$ cat src/rtl/bp_update_sched_pkg.sv
// Shared types and helpers for the branch pattern history table update scheduler.
// Holds the FSM state encoding, the 2-bit counter type and the saturating-counter step.
package bp_update_sched_pkg;

   typedef enum logic [1:0] {
      INIT  = 2'b00,
      IDLE  = 2'b01,
      READ  = 2'b10,
      WRITE = 2'b11
   } bp_state_t;

   typedef logic [1:0] pht_cnt_t;

   localparam pht_cnt_t    PHT_INIT = 2'b01;
   localparam logic [15:0] PC_STEP  = 16'h0002;

   // Two-bit saturating counter: taken moves toward 11, not-taken toward 00.
   function automatic pht_cnt_t sat_next(input pht_cnt_t cnt, input logic taken);
      if (taken) begin
         return (cnt == 2'b11) ? cnt : cnt + 2'b01;
      end
      return (cnt == 2'b00) ? cnt : cnt - 2'b01;
   endfunction

endpackage

$ cat src/rtl/bp_update_sched_if.sv
// WB-side, PHT update-port and status signals of the PHT update scheduler.
// The stats counters exist only when BP_STATS_EN is defined.
interface bp_update_sched_if #(
   parameter int IDX_W = 8
);
   import bp_update_sched_pkg::*;

   logic             wb_valid;
   logic [15:0]      wb_pcplus2;
   logic             wb_taken;
   logic             wb_pred_taken;
   logic             flush_req;
   logic [IDX_W-1:0] pht_rd_index;
   pht_cnt_t         pht_rd_data;
   logic             pht_we;
   logic [IDX_W-1:0] pht_wr_index;
   pht_cnt_t         pht_wr_data;
   logic             init_busy;
   logic             q_full;
   logic             q_overflow;
`ifdef BP_STATS_EN
   logic [31:0]      stat_branches;
   logic [31:0]      stat_mispredicts;

   modport slave (
      input  wb_valid, wb_pcplus2, wb_taken, wb_pred_taken, flush_req, pht_rd_data,
      output pht_rd_index, pht_we, pht_wr_index, pht_wr_data,
      output init_busy, q_full, q_overflow, stat_branches, stat_mispredicts
   );
   modport master (
      output wb_valid, wb_pcplus2, wb_taken, wb_pred_taken, flush_req, pht_rd_data,
      input  pht_rd_index, pht_we, pht_wr_index, pht_wr_data,
      input  init_busy, q_full, q_overflow, stat_branches, stat_mispredicts
   );
`else
   modport slave (
      input  wb_valid, wb_pcplus2, wb_taken, wb_pred_taken, flush_req, pht_rd_data,
      output pht_rd_index, pht_we, pht_wr_index, pht_wr_data,
      output init_busy, q_full, q_overflow
   );
   modport master (
      output wb_valid, wb_pcplus2, wb_taken, wb_pred_taken, flush_req, pht_rd_data,
      input  pht_rd_index, pht_we, pht_wr_index, pht_wr_data,
      input  init_busy, q_full, q_overflow
   );
`endif

endinterface

$ cat src/rtl/bp_update_sched_fifo.sv
// Small synchronous FIFO of pending PHT updates {index, taken}.
// A pop and a push in the same cycle are both honoured even when full.
module bp_update_fifo #(
   parameter int DEPTH = 4,
   parameter int WIDTH = 9
) (
   input  logic             clk,
   input  logic             reset,
   input  logic             push,
   input  logic             pop,
   input  logic             clear,
   input  logic [WIDTH-1:0] din,
   output logic [WIDTH-1:0] head,
   output logic             full,
   output logic             empty
);
   localparam int            PW       = $clog2(DEPTH);
   localparam logic [PW-1:0] PTR_ONE  = PW'(1);
   localparam logic [PW:0]   CNT_ONE  = (PW+1)'(1);
   localparam logic [PW:0]   CNT_FULL = (PW+1)'(DEPTH);

   logic [WIDTH-1:0] mem_q [DEPTH];
   logic [PW-1:0]    wr_ptr_q, wr_ptr_d;
   logic [PW-1:0]    rd_ptr_q, rd_ptr_d;
   logic [PW:0]      count_q, count_d;
   logic             do_push, do_pop;

   assign empty   = (count_q == '0);
   assign full    = (count_q == CNT_FULL);
   assign head    = mem_q[rd_ptr_q];
   assign do_pop  = pop && !empty && !clear;
   assign do_push = push && (!full || do_pop) && !clear;

   always_comb begin
      wr_ptr_d = wr_ptr_q;
      rd_ptr_d = rd_ptr_q;
      count_d  = count_q;
      if (clear) begin
         wr_ptr_d = '0;
         rd_ptr_d = '0;
         count_d  = '0;
      end else begin
         if (do_push) wr_ptr_d = wr_ptr_q + PTR_ONE;
         if (do_pop)  rd_ptr_d = rd_ptr_q + PTR_ONE;
         case ({do_push, do_pop})
            2'b10:   count_d = count_q + CNT_ONE;
            2'b01:   count_d = count_q - CNT_ONE;
            default: count_d = count_q;
         endcase
      end
   end

   always_ff @(posedge clk or posedge reset) begin
      if (reset) begin
         wr_ptr_q <= '0;
         rd_ptr_q <= '0;
         count_q  <= '0;
      end else begin
         wr_ptr_q <= wr_ptr_d;
         rd_ptr_q <= rd_ptr_d;
         count_q  <= count_d;
      end
   end

   always_ff @(posedge clk) begin
      if (do_push) mem_q[wr_ptr_q] <= din;
   end

endmodule

$ cat src/rtl/bp_update_sched.sv
// Serializes all writes into the PHT: init/flush sweep plus buffered WB read-modify-write updates.
// Optional branch/mispredict counters are compiled in with BP_STATS_EN.
module bp_update_sched
   import bp_update_sched_pkg::*;
#(
   parameter int       DEPTH      = 4,
   parameter int       IDX_W      = 8,
   parameter pht_cnt_t INIT_STATE = PHT_INIT
) (
   input logic              clk,
   input logic              reset,
   bp_update_sched_if.slave bus
);
   localparam logic [IDX_W-1:0] LAST_IDX  = '1;
   localparam logic [IDX_W-1:0] SWEEP_ONE = IDX_W'(1);

   bp_state_t        state_q, state_d;
   logic [IDX_W-1:0] sweep_q, sweep_d;
   logic [IDX_W-1:0] wr_idx_q, wr_idx_d;
   pht_cnt_t         wr_data_q, wr_data_d;
   logic             we_q, we_d;
   logic             busy_q, busy_d;
   logic             ovf_q, ovf_d;

   logic [15:0]      pc_m2;
   logic [IDX_W-1:0] wb_idx;
   logic [IDX_W:0]   head;
   logic [IDX_W-1:0] head_idx;
   logic             head_taken;
   logic             push, pop, full, empty;
   logic             unused_pc_bits;

   // Word-aligned index of the branch itself (PC+2 minus 2, modulo 2**16).
   assign pc_m2          = bus.wb_pcplus2 - PC_STEP;
   assign wb_idx         = pc_m2[IDX_W:1];
   assign unused_pc_bits = ^{pc_m2[15:IDX_W+1], pc_m2[0]};

   assign head_idx   = head[IDX_W:1];
   assign head_taken = head[0];

   // The sweep overwrites everything, so arrivals during INIT are simply ignored.
   assign push = bus.wb_valid && (state_q != INIT);
   assign pop  = (state_q == READ) && !bus.flush_req;

   bp_update_fifo #(
      .DEPTH(DEPTH),
      .WIDTH(IDX_W + 1)
   ) u_fifo (
      .clk  (clk),
      .reset(reset),
      .push (push),
      .pop  (pop),
      .clear(bus.flush_req),
      .din  ({wb_idx, bus.wb_taken}),
      .head (head),
      .full (full),
      .empty(empty)
   );

   always_comb begin
      state_d   = state_q;
      sweep_d   = sweep_q;
      wr_idx_d  = wr_idx_q;
      wr_data_d = wr_data_q;
      we_d      = 1'b0;
      if (bus.flush_req) begin
         state_d = INIT;
         sweep_d = '0;
      end else begin
         case (state_q)
            INIT: begin
               we_d      = 1'b1;
               wr_idx_d  = sweep_q;
               wr_data_d = INIT_STATE;
               sweep_d   = sweep_q + SWEEP_ONE;
               if (sweep_q == LAST_IDX) state_d = IDLE;
            end
            IDLE: begin
               if (!empty) state_d = READ;
            end
            READ: begin
               we_d      = 1'b1;
               wr_idx_d  = head_idx;
               wr_data_d = sat_next(bus.pht_rd_data, head_taken);
               state_d   = WRITE;
            end
            WRITE: begin
               state_d = empty ? IDLE : READ;
            end
            default: state_d = INIT;
         endcase
      end
      busy_d = (state_d == INIT);
      ovf_d  = push && full && !pop && !bus.flush_req;
   end

   always_ff @(posedge clk or posedge reset) begin
      if (reset) begin
         state_q   <= INIT;
         sweep_q   <= '0;
         wr_idx_q  <= '0;
         wr_data_q <= INIT_STATE;
         we_q      <= 1'b0;
         busy_q    <= 1'b1;
         ovf_q     <= 1'b0;
      end else begin
         state_q   <= state_d;
         sweep_q   <= sweep_d;
         wr_idx_q  <= wr_idx_d;
         wr_data_q <= wr_data_d;
         we_q      <= we_d;
         busy_q    <= busy_d;
         ovf_q     <= ovf_d;
      end
   end

   // A flush arriving in WRITE must still cancel the already-staged write.
   assign bus.pht_we       = we_q && !bus.flush_req;
   assign bus.pht_wr_index = wr_idx_q;
   assign bus.pht_wr_data  = wr_data_q;
   assign bus.pht_rd_index = (state_q == READ) ? head_idx : '0;
   assign bus.init_busy    = busy_q;
   assign bus.q_full       = full;
   assign bus.q_overflow   = ovf_q;

`ifdef BP_STATS_EN
   logic [31:0] stat_br_q, stat_br_d;
   logic [31:0] stat_mis_q, stat_mis_d;

   always_comb begin
      stat_br_d  = stat_br_q;
      stat_mis_d = stat_mis_q;
      if (bus.wb_valid) begin
         stat_br_d = stat_br_q + 32'd1;
         if (bus.wb_pred_taken != bus.wb_taken) stat_mis_d = stat_mis_q + 32'd1;
      end
   end

   always_ff @(posedge clk or posedge reset) begin
      if (reset) begin
         stat_br_q  <= '0;
         stat_mis_q <= '0;
      end else begin
         stat_br_q  <= stat_br_d;
         stat_mis_q <= stat_mis_d;
      end
   end

   assign bus.stat_branches    = stat_br_q;
   assign bus.stat_mispredicts = stat_mis_q;
`else
   logic unused_pred_taken;
   assign unused_pred_taken = bus.wb_pred_taken;
`endif

endmodule

$ cat src/flat_wrapper.sv
// flat-port wrapper written by rule: the top's interface ports become plain ports
module bp_update_sched_flat import bp_update_sched_pkg::*;
#(
   parameter int       DEPTH      = 4,
   parameter int       IDX_W      = 8,
   parameter pht_cnt_t INIT_STATE = PHT_INIT
)
  (clk, reset, bus_wb_valid, bus_wb_pcplus2, bus_wb_taken, bus_wb_pred_taken, bus_flush_req, bus_pht_rd_data, bus_pht_rd_index, bus_pht_we, bus_pht_wr_index, bus_pht_wr_data, bus_init_busy, bus_q_full, bus_q_overflow);
  bp_update_sched_if #(.IDX_W(IDX_W)) bus_i ();
  input logic clk;
  input logic reset;
  input wire logic [$bits(bus_i.wb_valid)-1:0] bus_wb_valid;
  input wire logic [$bits(bus_i.wb_pcplus2)-1:0] bus_wb_pcplus2;
  input wire logic [$bits(bus_i.wb_taken)-1:0] bus_wb_taken;
  input wire logic [$bits(bus_i.wb_pred_taken)-1:0] bus_wb_pred_taken;
  input wire logic [$bits(bus_i.flush_req)-1:0] bus_flush_req;
  input wire logic [$bits(bus_i.pht_rd_data)-1:0] bus_pht_rd_data;
  output wire logic [$bits(bus_i.pht_rd_index)-1:0] bus_pht_rd_index;
  output wire logic [$bits(bus_i.pht_we)-1:0] bus_pht_we;
  output wire logic [$bits(bus_i.pht_wr_index)-1:0] bus_pht_wr_index;
  output wire logic [$bits(bus_i.pht_wr_data)-1:0] bus_pht_wr_data;
  output wire logic [$bits(bus_i.init_busy)-1:0] bus_init_busy;
  output wire logic [$bits(bus_i.q_full)-1:0] bus_q_full;
  output wire logic [$bits(bus_i.q_overflow)-1:0] bus_q_overflow;
  assign bus_i.wb_valid = bus_wb_valid;
  assign bus_i.wb_pcplus2 = bus_wb_pcplus2;
  assign bus_i.wb_taken = bus_wb_taken;
  assign bus_i.wb_pred_taken = bus_wb_pred_taken;
  assign bus_i.flush_req = bus_flush_req;
  assign bus_i.pht_rd_data = bus_pht_rd_data;
  assign bus_pht_rd_index = bus_i.pht_rd_index;
  assign bus_pht_we = bus_i.pht_we;
  assign bus_pht_wr_index = bus_i.pht_wr_index;
  assign bus_pht_wr_data = bus_i.pht_wr_data;
  assign bus_init_busy = bus_i.init_busy;
  assign bus_q_full = bus_i.q_full;
  assign bus_q_overflow = bus_i.q_overflow;
  bp_update_sched #(.DEPTH(DEPTH), .IDX_W(IDX_W), .INIT_STATE(INIT_STATE)) u_core (.clk(clk), .reset(reset), .bus(bus_i));
endmodule
$ cat config.mk
export PLATFORM = sky130hd
export DESIGN_NAME = bp_update_sched_flat
export DESIGN_NICKNAME = d
export VERILOG_FILES = /design/src/rtl/bp_update_sched_pkg.sv /design/src/rtl/bp_update_sched_if.sv /design/src/rtl/bp_update_sched_fifo.sv /design/src/rtl/bp_update_sched.sv /design/src/flat_wrapper.sv
export SDC_FILE = /design/constraint.sdc
export NUM_CORES = 1
export LEC_CHECK = 0
export CAP_MARGIN = 20
export CELL_PAD_IN_SITES_DETAIL_PLACEMENT = 1
export CELL_PAD_IN_SITES_GLOBAL_PLACEMENT = 2
export CORE_UTILIZATION = 35
export CTS_CLUSTER_DIAMETER = 60
export DETAILED_ROUTE_END_ITERATION = 7
export GPL_ROUTABILITY_DRIVEN = 0
export PLACE_DENSITY = 0.76
export SYNTH_ARGS = -nofsm -noshare
export SYNTH_HDL_FRONTEND = slang
export SYNTH_SLANG_ARGS = --single-unit
$ cat constraint.sdc
create_clock -name clk -period 4.6 [get_ports clk]
set_input_delay 0.46 -clock clk [delete_from_list [all_inputs] [get_ports clk]]
set_output_delay 0.46 -clock clk [all_outputs]
set_load 0.02 [all_outputs]
Figure 1. Cell outlines without signal wires.
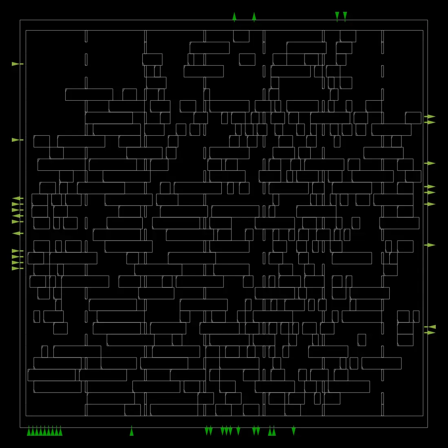
final non-filler cell total: 382
fill count: 903
row count: 33

Figure 2. Cells by drive strength.
Drawn at 3 px/um.
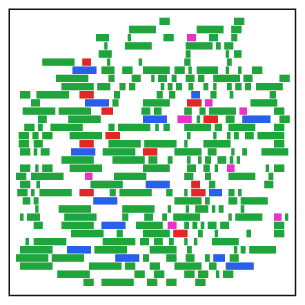
drive 2: marked blue, cells 14. drive 3 to 4: marked magenta, cells 8. drive 6 and up: marked red, cells 12. drive 1 or less: marked green, cells 243.

==> metrics.cfg <==
[cells_and_area]
comb_share = 0.2907
n_clock_buffer = 9
mi_logic_area_um2 = 1066
mostFrequentLayoutCells = clkdlybuf4s50_1 (36), edfxtp_1 (36), dfrtp_1 (28)
nNonClkBuffers = 39
top_area_cell_class = flip-flops and latches
largest_reg_flops = 36
fin_nets = 303
ff_count = 66
ff_latch_area_um2 = 1834
seq_share = 0.5002
drive_gt1_frac = 0.1227
fin_area_um2 = 3667
n_all_inverters = 18
logic_gate_count = 138

[worst_setup_path]
cp-end-kind = primary output
cp.buffers_inverters = 1
crit_path_end = bus_pht_rd_index[5]
max_stage_delay_ps = 790
critical_path_arrival_ps = 2490
crit_cells = 3
worstPathRequired_ps = 4140
path_delay_family = flip-flops
reg2reg_setup_slack_ps = 2130
reg2reg_to = u_core.u_fifo.mem_q[0][7]
cpMaxStageDelayCell = dfrtp_1
crit_path_cell_trace = mux4_2, nor2b_1, clkdlybuf4s50_1
crit_start = u_core.u_fifo.rd_ptr_q[0]

[die]
die_w_um = 94.90
dieArea_um2 = 9005
fp_util = 0.3639
taps = 105
core-area_um2 = 8299
boundaryPins = 46

[power_and_ir_drop]
pg_clk_uw = 460
power_density_nw_per_um2 = 364.1
netSwitchingPower_uw = 384.5
p_int_uw = 950.9
comb_cell_power_uw = 187
power-top-group = sequential cells
peakVddDrop_mv = 0.1486
power_leakage_uw = 0.001328
finalPower_uw = 1335
seqPwrFrac = 0.515

[logic_synthesis]
synthAdderAreaFrac = 0.03521
yosysCellCount = 232
syn_inst = 232
ys_types = 38
ys_sh_xor = 0.04640
yosysChipArea_um2 = 3020
ys_ff = 66
yosys-top-cells-area = edfxtp_1 (36%), dfrtp_1 (23%), mux4_2 (6.7%)
simple_gate_share = 0.1189
seq_area_frac_synth = 0.6073
synth_warnings = 0
synth_top_cell_by_area = edfxtp_1
syn_avg_cell_area_um2 = 13.02
syn-cell-area_um2 = 3020
ys_sh_aoi = 0.08202
mux_share = 0.07042

[global_routing]
grt_pass1_vias = 2023
grt_pass1_wl_um = 10580
grt_use_met2 = 0.2548
grt_usage = 0.1616
met3_usage = 0.03543
grt_max_degree = 31

[run]
warnings = 38
maxCapViolations = 0

[route]
dr_wl_met3_um = 160
postRouteAntennaNets = 0
post-route-drc-count = 0
wl_met1_um = 3108
dr_wl_met2_um = 2998
num_vias = 1932
viasPerCell = 5.058
routed_wl_um = 6381
avgRoutedWirePerCell_um = 16.70

[final_timing]
post-route-period-util = 0.6419
tns_ps = 0
rsz0062_at_grt = false
holdWs_ps = 500.3
finalSetupViolCount = 0
worstMarginPinSlew_ps = 683.0
hold_viol_final = 0
drv_slew = 0
max-slew-margin-rel = 0.5447

[placement]
placed_area_um2 = 3482
dpl.cell_count = 366
hpwl_um = 4376

[clocking]
clock_sinks = 66
clk_path_buf_depth = 2
htreeDepth = 3
path_clk_slew_ps = 80
root_buffer = clkbuf_8
cts_buffers = 9

[status]
status = finished, final reports clean

## cell usage after synthesis
master	count
edfxtp_1	36
dfrtp_1	28
inv_1	18
nor2_1	18
o21ai_0	14
nor2b_1	12
xnor2_1	12
nand2_1	10
mux4_2	9
o22a_1	9
and2_1	6
buf_2	6
ha_1	6
a21oi_1	5
nor3_1	4
nor4_1	4
xor2_1	4
a31oi_1	3
clkbuf_1	3
nand4_1	3
a211o_1	2
dfstp_2	2
nand3_1	2
o21a_1	2
a211oi_1	1
a21o_1	1
and3_1	1
and3b_1	1
and4bb_2	1
buf_6	1
fa_1	1
maj3_2	1
mux2i_1	1
nand2b_4	1
nor3b_1	1
o31ai_1	1
or3b_2	1
or4b_1	1
Power figures rest on the tool's default switching activity, not on a simulated workload.
